run_1/gate_families.png
The bar under the picture is 20 um long.
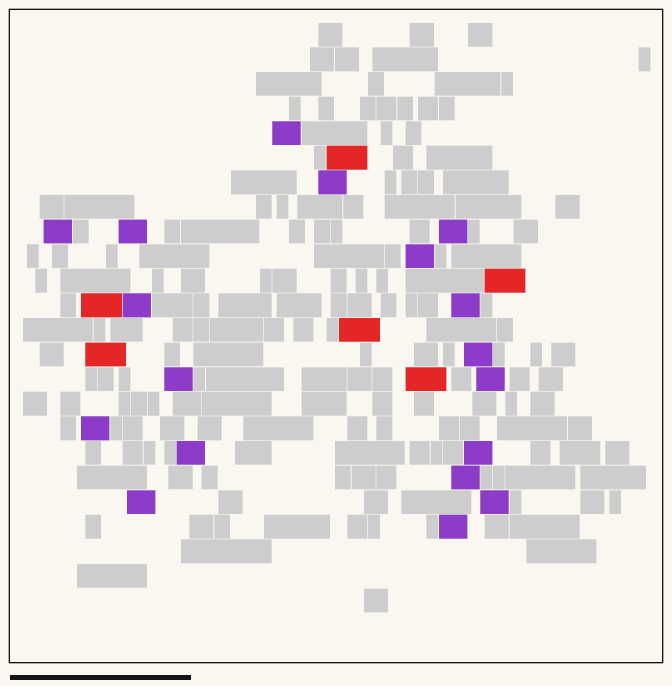
run_1/cell_classes.png
The bar under the picture is 20 um long.
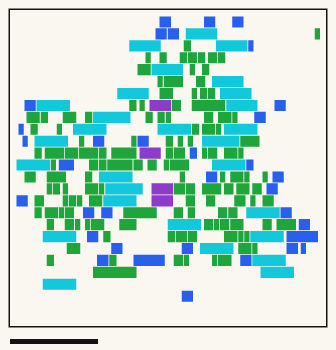
run_1/drive_strength.png
The bar under the picture is 20 um long.
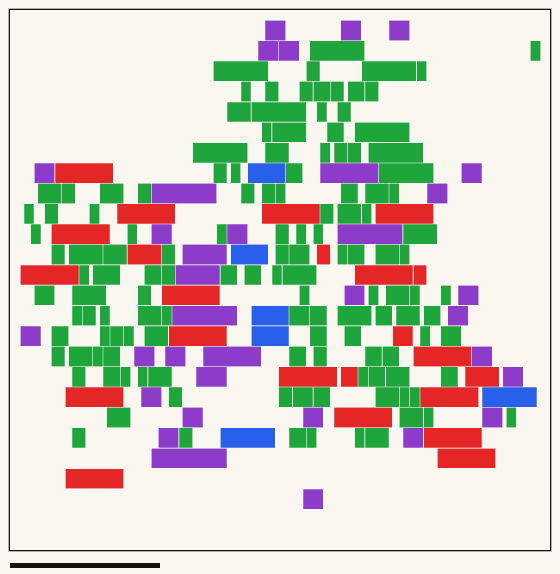
## src/rtl/vga_pkg.sv

```systemverilog
// rtl/vga_pkg.sv - 640x480@60 VGA timing constants shared by the timing generator
package vga_pkg;

    localparam int CNT_W     = 10;

    localparam int H_VISIBLE = 640;
    localparam int H_FP      = 16;
    localparam int H_SYNC    = 96;
    localparam int H_BP      = 48;
    localparam int H_TOTAL   = H_VISIBLE + H_FP + H_SYNC + H_BP;

    localparam int V_VISIBLE = 480;
    localparam int V_FP      = 10;
    localparam int V_SYNC    = 2;
    localparam int V_BP      = 33;
    localparam int V_TOTAL   = V_VISIBLE + V_FP + V_SYNC + V_BP;

    localparam int FC_W      = 8;

endpackage

```

## src/rtl/vga_timing_gen_sync_counter.sv

```systemverilog
// rtl/vga_timing_gen_sync_counter.sv - modulo-N counter with enable and wrap pulse
module sync_counter #(
    parameter int MODULUS = 800,
    parameter int WIDTH   = 10
) (
    input  logic             clk,
    input  logic             reset,
    input  logic             en_i,
    output logic [WIDTH-1:0] count_o,
    output logic             wrap_o
);

    localparam logic [WIDTH-1:0] LAST = WIDTH'(MODULUS - 1);

    logic [WIDTH-1:0] count_q;
    logic [WIDTH-1:0] count_d;

    assign count_o = count_q;
    assign wrap_o  = en_i && (count_q == LAST);

    // Next count: hold when disabled, return to zero after the last value.
    always_comb begin
        count_d = count_q;
        if (en_i) begin
            count_d = wrap_o ? '0 : count_q + 1'b1;
        end
    end

    // Count register with synchronous clear.
    always_ff @(posedge clk) begin
        if (reset) begin
            count_q <= '0;
        end else begin
            count_q <= count_d;
        end
    end

endmodule

```

## src/rtl/vga_timing_gen.sv

```systemverilog
// rtl/vga_timing_gen.sv - VGA raster timing generator; optional blink via VGA_TIMING_BLINK_EN
module vga_timing_gen
    import vga_pkg::*;
#(
    parameter int H_VIS_P   = H_VISIBLE,
    parameter int H_FP_P    = H_FP,
    parameter int H_SYNC_P  = H_SYNC,
    parameter int H_TOTAL_P = H_TOTAL,
    parameter int V_VIS_P   = V_VISIBLE,
    parameter int V_FP_P    = V_FP,
    parameter int V_SYNC_P  = V_SYNC,
    parameter int V_TOTAL_P = V_TOTAL
) (
    input  logic             clk,
    input  logic             reset,
    output logic [CNT_W-1:0] DrawX,
    output logic [CNT_W-1:0] DrawY,
    output logic             hs,
    output logic             vs,
    output logic             active_nblank,
    output logic             frame_start,
    output logic [FC_W-1:0]  frame_count,
    output logic             blink
);

    // Sync pulse occupies [START, END) on each axis, right after the front porch.
    localparam logic [CNT_W-1:0] HS_START = CNT_W'(H_VIS_P + H_FP_P);
    localparam logic [CNT_W-1:0] HS_END   = CNT_W'(H_VIS_P + H_FP_P + H_SYNC_P);
    localparam logic [CNT_W-1:0] VS_START = CNT_W'(V_VIS_P + V_FP_P);
    localparam logic [CNT_W-1:0] VS_END   = CNT_W'(V_VIS_P + V_FP_P + V_SYNC_P);
    localparam logic [CNT_W-1:0] H_VIS_L  = CNT_W'(H_VIS_P);
    localparam logic [CNT_W-1:0] V_VIS_L  = CNT_W'(V_VIS_P);

    logic [CNT_W-1:0] h_cnt;
    logic [CNT_W-1:0] v_cnt;
    logic             h_wrap;
    logic             frame_end;
    logic [FC_W-1:0]  frame_count_q;

    sync_counter #(
        .MODULUS (H_TOTAL_P),
        .WIDTH   (CNT_W)
    ) u_h_counter (
        .clk     (clk),
        .reset   (reset),
        .en_i    (1'b1),
        .count_o (h_cnt),
        .wrap_o  (h_wrap)
    );

    // The vertical wrap only fires on the horizontal wrap, so it marks the last pixel of a frame.
    sync_counter #(
        .MODULUS (V_TOTAL_P),
        .WIDTH   (CNT_W)
    ) u_v_counter (
        .clk     (clk),
        .reset   (reset),
        .en_i    (h_wrap),
        .count_o (v_cnt),
        .wrap_o  (frame_end)
    );

    assign DrawX       = h_cnt;
    assign DrawY       = v_cnt;
    assign frame_count = frame_count_q;

    // Decode sync, blanking and frame start from the current counters; all idle in reset.
    always_comb begin
        hs            = 1'b1;
        vs            = 1'b1;
        active_nblank = 1'b0;
        frame_start   = 1'b0;
        if (!reset) begin
            hs            = !((h_cnt >= HS_START) && (h_cnt < HS_END));
            vs            = !((v_cnt >= VS_START) && (v_cnt < VS_END));
            active_nblank = (h_cnt < H_VIS_L) && (v_cnt < V_VIS_L);
            frame_start   = (h_cnt == '0) && (v_cnt == '0);
        end
    end

    // Completed-frame counter; a reset mid-frame clears it so the aborted frame never counts.
    always_ff @(posedge clk) begin
        if (reset) begin
            frame_count_q <= '0;
        end else if (frame_end) begin
            frame_count_q <= frame_count_q + 1'b1;
        end
    end

`ifdef VGA_TIMING_BLINK_EN
    logic blink_q;

    // Toggle every 32 completed frames, i.e. when the low five count bits roll over.
    always_ff @(posedge clk) begin
        if (reset) begin
            blink_q <= 1'b0;
        end else if (frame_end && (frame_count_q[4:0] == 5'd31)) begin
            blink_q <= !blink_q;
        end
    end

    assign blink = blink_q;
`else
    assign blink = 1'b0;
`endif

endmodule
```

## config.mk

```make
export PLATFORM = sky130hd
export DESIGN_NAME = vga_timing_gen
export DESIGN_NICKNAME = d
export VERILOG_FILES = /design/src/rtl/vga_pkg.sv /design/src/rtl/vga_timing_gen_sync_counter.sv /design/src/rtl/vga_timing_gen.sv
export SDC_FILE = /design/constraint.sdc
export NUM_CORES = 1
export LEC_CHECK = 0
export CORE_UTILIZATION = 30
export CTS_CLUSTER_DIAMETER = 80
export DETAILED_ROUTE_END_ITERATION = 8
export DONT_BUFFER_PORTS = 1
export RECOVER_POWER = 25
export SKIP_CTS_REPAIR_TIMING = 1
export SLEW_MARGIN = 10
export SYNTH_ARGS = -nofsm -noshare
export SYNTH_HDL_FRONTEND = slang
export SYNTH_SLANG_ARGS = --single-unit
```

## constraint.sdc

```tcl
create_clock -name clk -period 2.2 [get_ports clk]
set_input_delay 0.22 -clock clk [delete_from_list [all_inputs] [get_ports clk]]
set_output_delay 0.22 -clock clk [all_outputs]
set_load 0.1 [all_outputs]
```

==> results.txt, run 1 <==
Ant. Diodes = 0
MaxCap Viol Count = 0
Top cell area share = 0.380
chip area = 5200 um^2
Reg area = 593 um^2
met2 usage = 0.210
Setup crit end kind = output port
Final Setup Violations = 0
Synth top cell by count = dfxtp_1
async set or reset register ratio after synthesis = 0
beginning of the worst hold path = reset
area reported by Yosys stat = 1470 um^2
syn nets = 174
Top cells by area = dfxtp_1 38%, xor2_1 8.9%, ha_1 5.1%, nor2_1 5.1%, nand4_1 3.8%
Tightest Pin Transition = 1.24 ns
largest net degree at the start of global routing = 26
reg2reg start = u_v_counter.count_o[2]
flip-flops with a built-in enable = 0
Initial Util = 0.312
Seq/Total Area, Yosys = 0.380
unique cell type count in the Yosys netlist = 35
vias in the first global route = 1183
Hold Path Depth = 1
endpoints failing hold = 0
Detailed Routing Iterations Pass 1 = 4
design area = 1870 um^2
antenna-violating nets left = 0
Reg-to-Reg End = u_v_counter.count_o[9]
layout cells sized above 1 = 0.320
Synth warnings = 0
Avg Synthesized Cell Area = 8.88 um^2
cycle use final = 0.923
core area = 4720 um^2
critical path data required time = 1.98 ns
Synth Flop Type = dfxtp_1
PortBufs = 0
Worst Path Arrival = 1.81 ns
top cells by count = 28 x dfxtp_1, 20 x nor2_1, 15 x xor2_1, 10 x nand2_1, 10 x nor3_1
first-pass GRT wire length = 5690 um
post-route insts no fill = 264
Clock Path Buffers = 2
routed len/inst = 12.8 um
Peak Freq = 493 MHz
hold crit path type = in -> reg
Hold Path End = u_h_counter.count_o[0]
CTS buffer count = 3
Layout Nets = 206
antenna violations before repair = 0
Clk Latency, worst-skew pair = 0.27 ns
#FFs+latches synth = 28
Fillers = 493
reg-to-reg slack, setup = 0.20 ns
final slew viol count = 0
setup TNS = 0 ns
Synth Cell Area = 1470 um^2
RSZ-0062 raised after global routing = false
Routability Congestion = 0.747
Power Dens Cells = 503 nW/um^2
Clock Skews = 0.00420 ns
# DRC = 0
I/O pins = 35
via count = 1261
Slew HR = 0.176
cell type with the largest total area = dfxtp_1
Die Wd = 72.1 um
grt met1 use = 0.186
DP Area = 1820 um^2
CTS tree = built
H-tree Lvls = 1
vias per inst = 4.78
Cells after Synth = 166
Comb area = 848 um^2
Reg2Reg Depth = 6
routed wire length = 3380 um
Sink Count = 28
Clk pin slew, worst setup/hold paths = 0.09 ns
Setup CP Type = reg -> out
tool warnings = 30
drt initial violations = 75
Tot GR Track Use = 0.137
DPL Wire Length = 2530 um
Period minus WS final = 2.03 ns
ys cells = 166
Max VDD drop = 320 uV
Root Buffer = clkbuf_8
post-placement cell count = 259
status = finished, final reports clean
gr busiest metal = met2
Chip Height = 72.1 um
crit path launch = u_h_counter.count_o[0]
Setup crit start kind = flip-flop
Lkg Pwr = 0.733 nW
total grt overflow = 0
worst hold-check slack = 0.00607 ns
critical-path maximum fanout = 5
FP Rows = 25
met3 GRT Util = 0.0417
-- gate_families.png (at the start) --
Purple is XOR/XNOR gates, cells 18, most used xor2_1. Red is adder and majority cells, cells 6, most used ha_1.

-- cell_classes.png (at the start) --
Blue is other buffers and delay cells, cells 34. Purple is clock drivers and dummy loads, cells 4. Green is all other logic, cells 131. Cyan is flip-flops, cells 28.

-- drive_strength.png (at the start) --
Red is drive 2, cells 23, share 12%. Blue is drive 6 and up, cells 6, share 3.0%. Green is drive 1 or less, cells 134, share 68%. Purple is drive 3 to 4, cells 34, share 17%.
Signal buffers: 34
Setup WS post-layout: 0.170 ns
Area Overhead vs Synth: 26.6%

-- run 1: cell families after synthesis --
group | share of synthesized area
AND-OR/OR-AND | 0.0509
XOR/XNOR | 0.107
adder cells (fa/ha/maj) | 0.0509
buffers and inverters | 0.0569
flip-flops | 0.380
other | 0.00254
AND/OR/NAND/NOR | 0.351
-- run 1: layout make-up --
| class | instances | share of cell area |
|---|---|---|
| Sequential cell | 28 | 0.318 |
| Clock buffer | 4 | 0.0295 |
| Tap cell | 67 | 0.0449 |
| Inverter | 6 | 0.0121 |
| Multi-Input combinational cell | 125 | 0.455 |
| Timing Repair Buffer | 34 | 0.141 |
-- run 1: worst max path at each step --
stage / slack, ns / end / depth (start not counted)
2_1_floorplan: -0.18 / frame_start / 3
3_3_place_gp: 0.35 / u_v_counter.count_o[9] / 7
3_5_place_dp: 0.32 / u_v_counter.count_o[9] / 7
4_1_cts: 0.15 / frame_start / 6
5_1_grt: 0.02 / frame_start / 6
6_report: 0.17 / frame_start / 6
-- run 1: stage by stage --
step,total power [W],worst slack (ns),utilization
floorplan,0.000617,-0.176,-
finish,0.000938,0.170,0.395
global placement,0.000632,0.349,0.385
detailed placement,0.000632,0.318,0.385
CTS,0.000950,0.148,0.397
global route,0.000982,0.0153,0.395
-- run 1: where the power goes --
group	leakage (nW)	switching, W	internal, W	total, W
combinational	0.467	0.0000863	0.0000240	0.000110
sequential	0.237	0.00000406	0.000508	0.000512
clock	0.0288	0.000155	0.000160	0.000315
-- run 1: layer usage --
layer	part of all wire	vias up
li1	-	642
met2	0.45	33
met3	0.075	2
met4	0.0050	0
met1	0.47	584
met5	0	-
-- run 1: cell usage in the layout, fill, tap and decap left out, types with 2 or more instances in the layout --
cell type / Yosys / layout
a21oi_1: 7 / 7
nor3_4: 2 / 2
xnor2_1: 3 / 3
xor2_1: 15 / 15
and3_1: 6 / 6
buf_12: 0 / 2
nand3_1: 8 / 8
nor3b_1: 2 / 2
or3_1: 7 / 7
buf_4: 1 / 25
clkbuf_8: 0 / 4
nand4_1: 9 / 9
clkbuf_1: 1 / 4
nand2_1: 10 / 10
inv_1: 6 / 6
ha_1: 6 / 6
nor3_1: 10 / 10
o21ai_0: 5 / 5
dfxtp_1: 28 / 8
nor2_1: 20 / 20
clkbuf_2: 0 / 2
dfxtp_2: 0 / 17
dfxtp_4: 0 / 3
-- run 1: state kept, by name, summed over array words and instances (netlist names) --
register / cells
u_v_counter.count_o: 10
u_h_counter.count_o: 10
frame_count: 8
-- run 1: worst max-delay path, cell delays in order, from the launching register on --
cell	delay [ns]
dfxtp_2	0.35
inv_1	0.08
ha_1	0.15
nor4b_1	0.33
nand4_1	0.20
nor4_4	0.23
buf_12	0.21
run_1/registers.png
The bar under the picture is 20 um long. Other sequential cells in the stronger gray, the rest of the logic in the fainter gray.
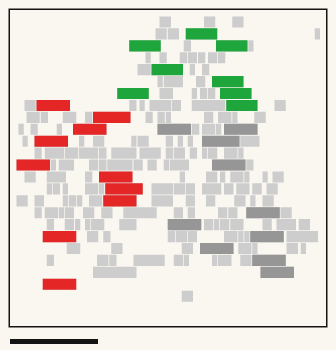

==> inputs of run 2 (changes only) <==
--- a/config.mk
+++ b/config.mk
@@ -9,6 +9,7 @@
 export CTS_CLUSTER_DIAMETER = 80
 export DETAILED_ROUTE_END_ITERATION = 8
 export DONT_BUFFER_PORTS = 1
+export PLACE_DENSITY_LB_ADDON = 0.05
 export RECOVER_POWER = 25
 export SKIP_CTS_REPAIR_TIMING = 1
 export SLEW_MARGIN = 10
run_2/registers.png
The bar under the picture is 20 um long. Other sequential cells in the stronger gray, the rest of the logic in the fainter gray.
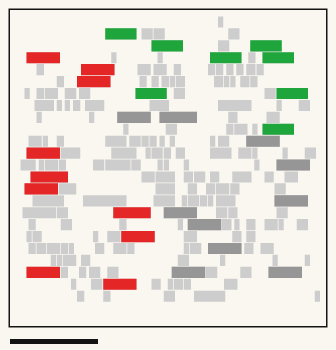
Green is frame_count, sequential cells 8. Red is u_h_counter.count_o, sequential cells 10.
Another 10 sequential cells are not colored.
Seq group: 0.000512 W
Reg area: 593 um^2

run_2/gate_families.png
The bar under the picture is 20 um long.
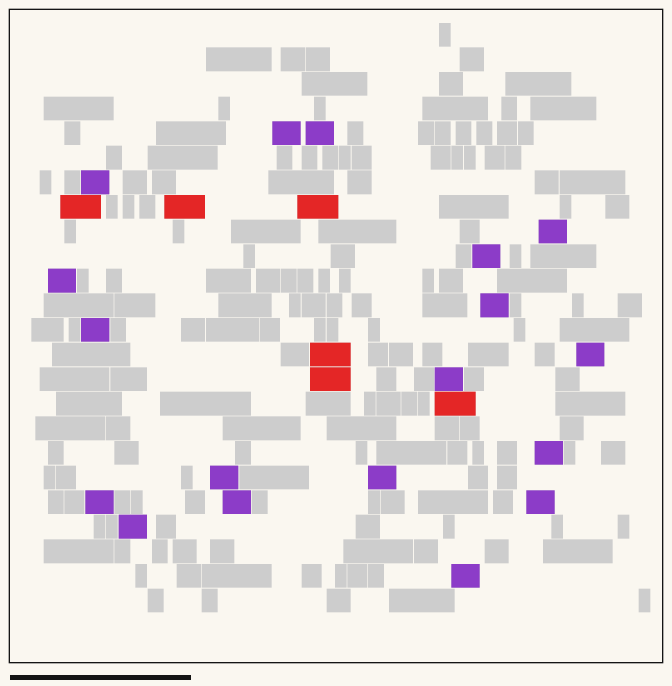
Red is adder and majority cells, cells 6, most used ha_1, where center. Purple is XOR/XNOR gates, cells 18, most used xor2_1.
Commonest Layout Cell: buf_4
post-route insts no fill: 265
Comb area share: 0.456

run_2/drive_strength.png
The bar under the picture is 20 um long.
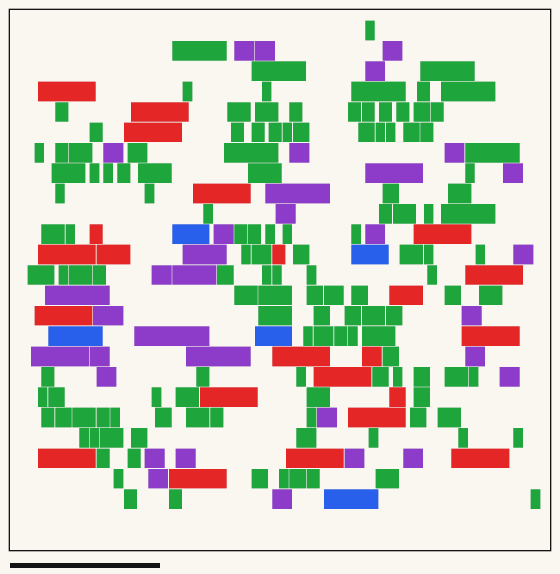
Green is drive 1 or less, cells 136, share 69%. Red is drive 2, cells 23, share 12%. Blue is drive 6 and up, cells 5, share 2.5%. Purple is drive 3 to 4, cells 34, share 17%.

==> run 2 against run 1 <==
  * Core utilization decreased by 0.13 points
  * Total power decreased by 2.3%
  * Sequential power about the same
  * Global-route usage increased by 1.8 points
  * Critical path depth decreased by 3
  * Synthesized cell count unchanged
  * Clock skew decreased by 0.0029 ns
  * Clock power decreased by 7.0%
  * Hold slack improved by 0.31 ns
  * Die area unchanged
  * Fmax decreased by 1.2%
==> results.txt, run 2 <==
Reg-to-Reg End = u_h_counter.count_o[9]
syn nets = 174 (unchanged)
total grt overflow = 0 (unchanged)
Slew HR = 0.203 (+0.0270)
drt initial violations = 39 (-48%)
Seq/Total Area, Yosys = 0.380 (unchanged)
Lkg Pwr = 0.727 nW (-0.78%)
Synth top cell by count = dfxtp_1
Cells after Synth = 166 (unchanged)
#FFs+latches synth = 28 (unchanged)
cycle use final = 0.935 (+0.0117)
# DRC = 0 (unchanged)
Avg Synthesized Cell Area = 8.88 um^2 (unchanged)
slowest stage delay, CP = 0.59 ns (+0.24 ns)
beginning of the worst hold path = reset
PortBufs = 0 (unchanged)
vias in the first global route = 1317 (+11%)
RSZ-0062 raised after global routing = false
Area Overhead vs Synth = 26.1%
tool warnings = 30 (unchanged)
Synth Flop Type = dfxtp_1
Top cell area share = 0.380 (unchanged)
hold crit path type = in -> reg
Max VDD drop = 245 uV (-23%)
Seq pwr share = 0.559 (+0.013)
area reported by Yosys stat = 1470 um^2 (unchanged)
Power Dens Cells = 493 nW/um^2 (-1.9%)
routed wire length = 3670 um (+8.8%)
Setup crit end kind = output port
Hold Path Depth = 2 (+1)
CTS buffer count = 3 (unchanged)
top cells by count = 28 x dfxtp_1, 20 x nor2_1, 15 x xor2_1, 10 x nand2_1, 10 x nor3_1
unique cell type count in the Yosys netlist = 35 (unchanged)
internal power = 0.000657 W (-5.0%)
MaxCap Viol Count = 0 (unchanged)
via count = 1266 (+0.40%)
Worst path depth = 3 (-3)
worst hold-check slack = 0.312 ns (+0.306 ns)
cell type with the largest total area = dfxtp_1
Reg2Reg Depth = 6 (unchanged)
Synth Cell Area = 1470 um^2 (unchanged)
Final Setup Violations = 0 (unchanged)
clock power share = 0.320 (-0.016)
Switching Fraction = 0.283 (+0.0209)
sw power = 0.000259 W (+5.5%)
post-placement cell count = 260 (+0.39%)
reg-to-reg slack, setup = 0.33 ns (+0.13 ns)
antenna violations before repair = 0 (unchanged)
Clk pin slew, worst setup/hold paths = 0.10 ns (about the same)
Worst Path Buf+Inv = 1 (-1)
Setup crit start kind = flip-flop
crit path capture = frame_start
FP Rows = 25 (unchanged)
Peak Freq = 486 MHz (-1.2%)
critical path data required time = 1.98 ns (about the same)
status = finished, final reports clean
Slowest-stage cell, CP = or4_4
Chip Height = 72.1 um (unchanged)
Sink Count = 28 (unchanged)
reg2reg start = u_h_counter.count_o[2]
ys cells = 166 (unchanged)
H-tree Lvls = 1 (unchanged)
CP top delay family = simple AND/OR/NAND/NOR gates
async set or reset register ratio after synthesis = 0 (unchanged)
Tot GR Track Use = 0.155 (+0.0178)
largest net degree at the start of global routing = 26 (unchanged)
Comb power frac = 0.121 (+0.003)
final slew viol count = 0 (unchanged)
flip-flops with a built-in enable = 0 (unchanged)
Ant. Diodes = 0 (unchanged)
setup TNS = 0 ns (unchanged)
Worst Path Arrival = 1.84 ns (+0.03 ns)
Clock Skews = 0.00132 ns (-0.00288 ns)
critical-path maximum fanout = 7 (+2)
Routability Congestion = 0.749 (+0.25%)
Synth warnings = 0 (unchanged)
I/O pins = 35 (unchanged)
Clk Latency, worst-skew pair = 0.28 ns (about the same)
chip area = 5200 um^2 (unchanged)
Detailed Routing Iterations Pass 1 = 4 (unchanged)
first-pass GRT wire length = 6240 um (+9.7%)
Root Buffer = clkbuf_8
CTS tree = built
Period minus WS final = 2.06 ns (+0.0257 ns)
Layout Nets = 207 (+0.49%)
Die Wd = 72.1 um (unchanged)
Clock Path Buffers = 2 (unchanged)
vias per inst = 4.78 (about the same)
DPL Wire Length = 2730 um (+7.7%)
antenna-violating nets left = 0 (unchanged)
Tightest Pin Transition = 1.20 ns (-0.0406 ns)
endpoints failing hold = 0 (unchanged)
total power = 0.000916 W (-2.3%)
Setup CP Type = reg -> out
Top cells by area = dfxtp_1 38%, xor2_1 8.9%, ha_1 5.1%, nor2_1 5.1%, nand4_1 3.8%
crit path launch = u_h_counter.count_o[4]
core area = 4720 um^2 (unchanged)
Top Layout Cells = 25 x buf_4, 20 x nor2_1, 17 x dfxtp_2
routed len/inst = 13.9 um (+8.4%)
-- run 2: cell counts after synthesis --
Identical to the previous run, type by type.
-- run 2: layer usage --
metal,part of all wire,track usage,vias to the layer above
li1,-,-,644
met2,0.46,0.259,31
met4,0.016,0.0523,0
met5,0,0,-
met1,0.48,0.196,585
met3,0.050,0.0375,6
-- run 2: how the worst min path moves through the flow --
stage / slack [ns] / endpoint
floorplan: 0.45 / u_h_counter.count_o[1]
global placement: 0.29 / u_h_counter.count_o[6]
detailed placement: 0.29 / u_h_counter.count_o[4]
CTS: -0.02 / u_h_counter.count_o[4]
global route: 0.36 / u_v_counter.count_o[8]
finish: 0.31 / u_v_counter.count_o[7]
-- run 2: layout make-up --
type                       instances  area [um^2]
clock buffer                       3         41.3
clock inverter                     1         3.75
fill                             512         2860
inverter                           6         22.5
multi-input combinational        125          848
sequential                        28          593
tap                               67         83.8
timing repair buffer              35          267
-- run 2: power groups by stage --
stage / clock network, W / logic [W] / registers [W]
after global routing: 0.000319 / 0.000118 / 0.000514
after global placement: 0 / 0.000108 / 0.000524
after CTS: 0.000311 / 0.000109 / 0.000513
after floorplan: 0 / 0.0000573 / 0.000560
final: 0.000293 / 0.000111 / 0.000512
after detailed placement: 0 / 0.000109 / 0.000525
-- run 2: cells by family (layout without fill, tap and decap cells) --
| group | count (synthesis) | count (layout) | share of synthesized area |
|---|---|---|---|
| buffers and inverters | 13 | 45 | 0.0569 |
| and+or+nand+nor | 86 | 86 | 0.351 |
| adders and majority gates | 6 | 6 | 0.0509 |
| AOI/OAI and AO/OA | 14 | 14 | 0.0509 |
| other | 1 | 1 | 0.00254 |
| DFF | 28 | 28 | 0.380 |
| xor gates and xnor gates | 18 | 18 | 0.107 |
-- run 2: through the flow --
| stage | area (um^2) | utilization | setup slack (ns) |
|---|---|---|---|
| global placement | 1830 | 0.387 | 0.400 |
| finish | 1860 | 0.394 | 0.144 |
| CTS | 1870 | 0.397 | 0.129 |
| global route | 1860 | 0.394 | 0.0330 |
| detailed placement | 1830 | 0.387 | 0.386 |
| floorplan | 1530 | - | -0.176 |
run_2/cell_classes.png
The bar under the picture is 20 um long.
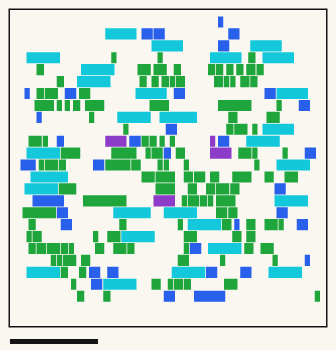

==> inputs of run 3 (changes only) <==
--- a/config.mk
+++ b/config.mk
@@ -5,7 +5,7 @@
 export SDC_FILE = /design/constraint.sdc
 export NUM_CORES = 1
 export LEC_CHECK = 0
-export CORE_UTILIZATION = 30
+export CORE_UTILIZATION = 61
 export CTS_CLUSTER_DIAMETER = 80
 export DETAILED_ROUTE_END_ITERATION = 8
 export DONT_BUFFER_PORTS = 1
run_3/cell_classes.png
The bar under the picture is 20 um long.
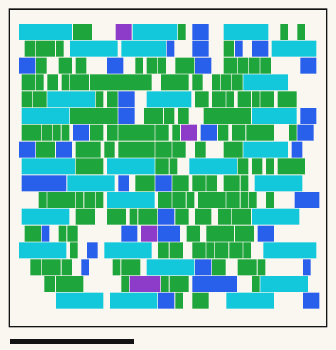
Cyan is flip-flops, cells 28. Purple is clock drivers and dummy loads, cells 4. Green is all other logic, cells 131. Blue is other buffers and delay cells, cells 34.
core area: 2250 um^2
design area: 1800 um^2
FP Rows: 17

run_3/gate_families.png
The bar under the picture is 20 um long.
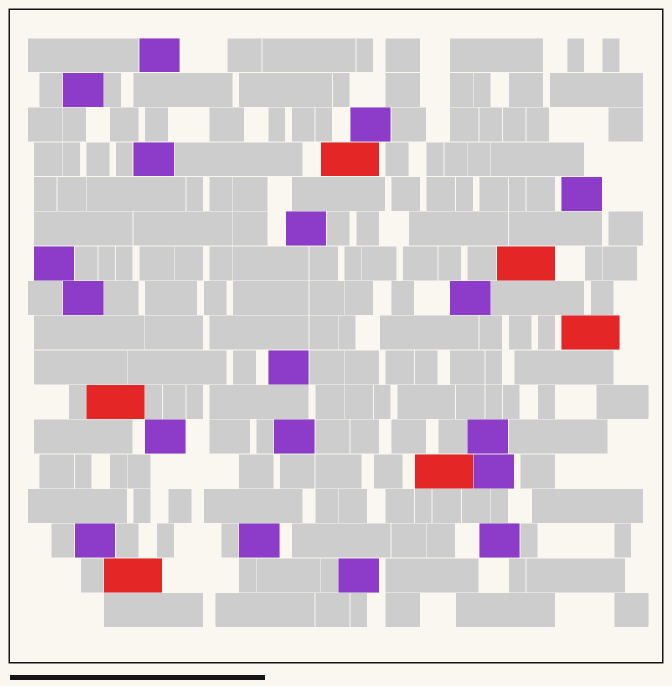
Red is adder and majority cells, cells 6, most used ha_1. Purple is XOR/XNOR gates, cells 18, most used xor2_1, where spread over the die.
post-route insts no fill: 225
Comb area share: 0.472

==> run 3 against run 2 <==
  * First-iteration DRC count is 26% lower
  * Die area is 50% lower
  * Clock power is 8.9% lower
  * Clock-buffer cell count is 1 higher
  * Critical endpoint unchanged
  * Total power is 2.6% lower
==> results.txt, run 3 <==
H-tree Lvls = 1 (unchanged)
Period minus WS final = 2.15 ns (+0.0966 ns)
hold crit path type = in -> reg
Top cells by area = dfxtp_1 38%, xor2_1 8.9%, ha_1 5.1%, nor2_1 5.1%, nand4_1 3.8%
I/O pins = 35 (unchanged)
Peak Freq = 465 MHz (-4.5%)
Die Wd = 51.2 um (-29%)
tool warnings = 30 (unchanged)
Chip Height = 51.2 um (-29%)
Tot GR Track Use = 0.292 (+0.137)
Synth warnings = 0 (unchanged)
wl on met1 = 1470 um (-16%)
syn nets = 174 (unchanged)
Detailed Routing Iterations Pass 1 = 4 (unchanged)
Clk Latency, worst-skew pair = 0.35 ns (+0.07 ns)
# DRC = 0 (unchanged)
top cells by count = 28 x dfxtp_1, 20 x nor2_1, 15 x xor2_1, 10 x nand2_1, 10 x nor3_1
internal power = 0.000634 W (-3.5%)
sw power = 0.000258 W (-0.44%)
pre-CTS WS = 0.374 ns (-0.0124 ns)
vias per inst = 5.93 (+24%)
Synth top cell by count = dfxtp_1
Slew HR = 0.191 (-0.0116)
Power Dens Cells = 497 nW/um^2 (+0.82%)
Clock Skews = 0.00172 ns (+0.000401 ns)
Clk pin slew, worst setup/hold paths = 0.16 ns (+0.06 ns)
DR WL met2 = 1770 um (+5.5%)
reg-to-reg slack, setup = 0.31 ns (-0.02 ns)
antenna-violating nets left = 0 (unchanged)
routed length on met3 = 207 um (+12%)
area reported by Yosys stat = 1470 um^2 (unchanged)
routed len/inst = 15.6 um (+13%)
Reg-to-Reg End = u_h_counter.count_o[9]
Seq pwr share = 0.575 (+0.016)
beginning of the worst hold path = reset
Lkg Pwr = 0.720 nW (-0.88%)
CTS tree = built
ys cells = 166 (unchanged)
Seq/Total Area, Yosys = 0.380 (unchanged)
Initial Util = 0.654
Setup CP Type = reg -> out
Setup WS post-layout = 0.0473 ns (-0.0966 ns)
clock power share = 0.299 (-0.021)
Switching Fraction = 0.289 (+0.00638)
Cells after Synth = 166 (unchanged)
Clock Path Buffers = 2 (unchanged)
DPL Wire Length = 2570 um (-5.8%)
drt initial violations = 29 (-26%)
async set or reset register ratio after synthesis = 0 (unchanged)
Max VDD drop = 479 uV (+95%)
endpoints failing hold = 0 (unchanged)
Reg2Reg Depth = 6 (unchanged)
crit path capture = frame_start
via count = 1334 (+5.4%)
Tightest Pin Transition = 1.21 ns (+0.0173 ns)
RSZ-0062 raised after global routing = false
DR top layer = met4
cycle use final = 0.978 (+0.0439)
DP Area = 1770 um^2 (-3.1%)
Routability Congestion = 0.873 (+17%)
first-pass GRT wire length = 5590 um (-10%)
crit path launch = u_h_counter.count_o[7]
Top cell area share = 0.380 (unchanged)
MaxCap Viol Count = 0 (unchanged)
Root Buffer = clkbuf_4
PortBufs = 0 (unchanged)
unique cell type count in the Yosys netlist = 35 (unchanged)
total grt overflow = 0 (unchanged)
Layout Nets = 206 (-0.48%)
reg2reg start = u_h_counter.count_o[2]
antenna violations before repair = 0 (unchanged)
cell type with the largest total area = dfxtp_1
Setup crit end kind = output port
Synth Cell Area = 1470 um^2 (unchanged)
Avg Synthesized Cell Area = 8.88 um^2 (unchanged)
Area Overhead vs Synth = 21.8%
#FFs+latches synth = 28 (unchanged)
status = finished, final reports clean
Commonest Layout Cell = buf_4
Sink Count = 28 (unchanged)
final slew viol count = 0 (unchanged)
Setup crit start kind = flip-flop
critical-path maximum fanout = 10 (+3)
CTS buffer count = 3 (unchanged)
Worst Path Arrival = 1.93 ns (+0.09 ns)
Fillers = 160 (-69%)
setup TNS = 0 ns (unchanged)
Final Setup Violations = 0 (unchanged)
Comb power frac = 0.126 (+0.005)
vias in the first global route = 1244 (-5.5%)
Top Layout Cells = 22 x buf_4, 20 x nor2_1, 17 x dfxtp_2
Ant. Diodes = 0 (unchanged)
chip area = 2620 um^2 (-50%)
largest net degree at the start of global routing = 26 (unchanged)
layout cells sized above 1 = 0.315
Synth Flop Type = dfxtp_1
flip-flops with a built-in enable = 0 (unchanged)
critical path data required time = 1.98 ns (about the same)
routed wire length = 3520 um (-4.3%)
run_3/registers.png
The bar under the picture is 20 um long. Other sequential cells in the stronger gray, the rest of the logic in the fainter gray.
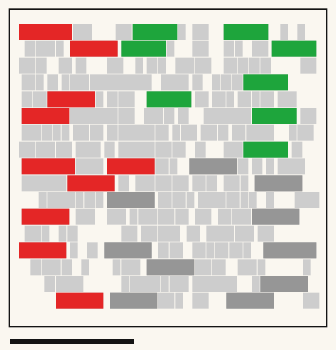
Red is u_h_counter.count_o, sequential cells 10. Green is frame_count, sequential cells 8.
Another 10 sequential cells are not colored.

run 3: netlist changes by cell type in the layout (fill, tap and decap cells not counted), sizes merged:
cell and delta:
buf -2, clkbuf +2, clkinv -1
run 3: critical path, stage by stage (launching register included):
cell	delay, ns
dfxtp_4	0.51
or4_4	0.54
nor4_4	0.31
buf_12	0.22
run 3: per-stage QoR:
stage	std cells	total power, W	hold WS, ns	utilization
after floorplan	166	0.000617	0.454	-
after global placement	220	0.000630	0.285	0.786
after detailed placement	220	0.000633	0.287	0.786
after CTS	224	0.000889	-0.0956	0.802
after global routing	225	0.000913	0.228	0.796
final	225	0.000892	0.218	0.796
run 3: power by group through the flow:
| stage | Clock [W] | Sequential, W | Combinational (W) |
|---|---|---|---|
| global route | 0.000283 | 0.000513 | 0.000117 |
| CTS | 0.000267 | 0.000513 | 0.000109 |
| finish | 0.000267 | 0.000513 | 0.000113 |
| detailed placement | 0 | 0.000524 | 0.000109 |
| global placement | 0 | 0.000523 | 0.000107 |
| floorplan | 0 | 0.000560 | 0.0000573 |
run 3: kinds of logic (layout without fill, tap and decap cells):
family / after synthesis / count (layout) / synth area share
flip-flops: 28 / 28 / 0.380
adder cells (fa/ha/maj): 6 / 6 / 0.0509
buffers and inverters: 13 / 44 / 0.0569
AND/OR/NAND/NOR: 86 / 86 / 0.351
XOR/XNOR: 18 / 18 / 0.107
AND-OR/OR-AND: 14 / 14 / 0.0509
other: 1 / 1 / 0.00254
run 3: worst min-delay path by stage:
stage	endpoint	cells past startpoint
CTS	u_v_counter.count_o[9]	1
finish	u_v_counter.count_o[3]	2
floorplan	u_h_counter.count_o[1]	2
global route	u_v_counter.count_o[3]	2
detailed placement	u_v_counter.count_o[9]	1
global placement	u_v_counter.count_o[9]	1
run 3: layout make-up:
type                            instances  area (um^2)  area share
Inverter                                6         22.5      0.0125
Sequential cell                        28          593       0.330
Multi-Input combinational cell        125          848       0.472
Clock buffer                            4         36.3      0.0202
Timing Repair Buffer                   34          260       0.145
Tap cell                               28         35.0      0.0195
run 3: per-layer routing:
metal,vias up,GRT usage
li1,639,-
met5,-,0
met1,636,0.347
met3,9,0.0744
met2,50,0.502
met4,0,0.106
Power and IR drop assume default switching activity.
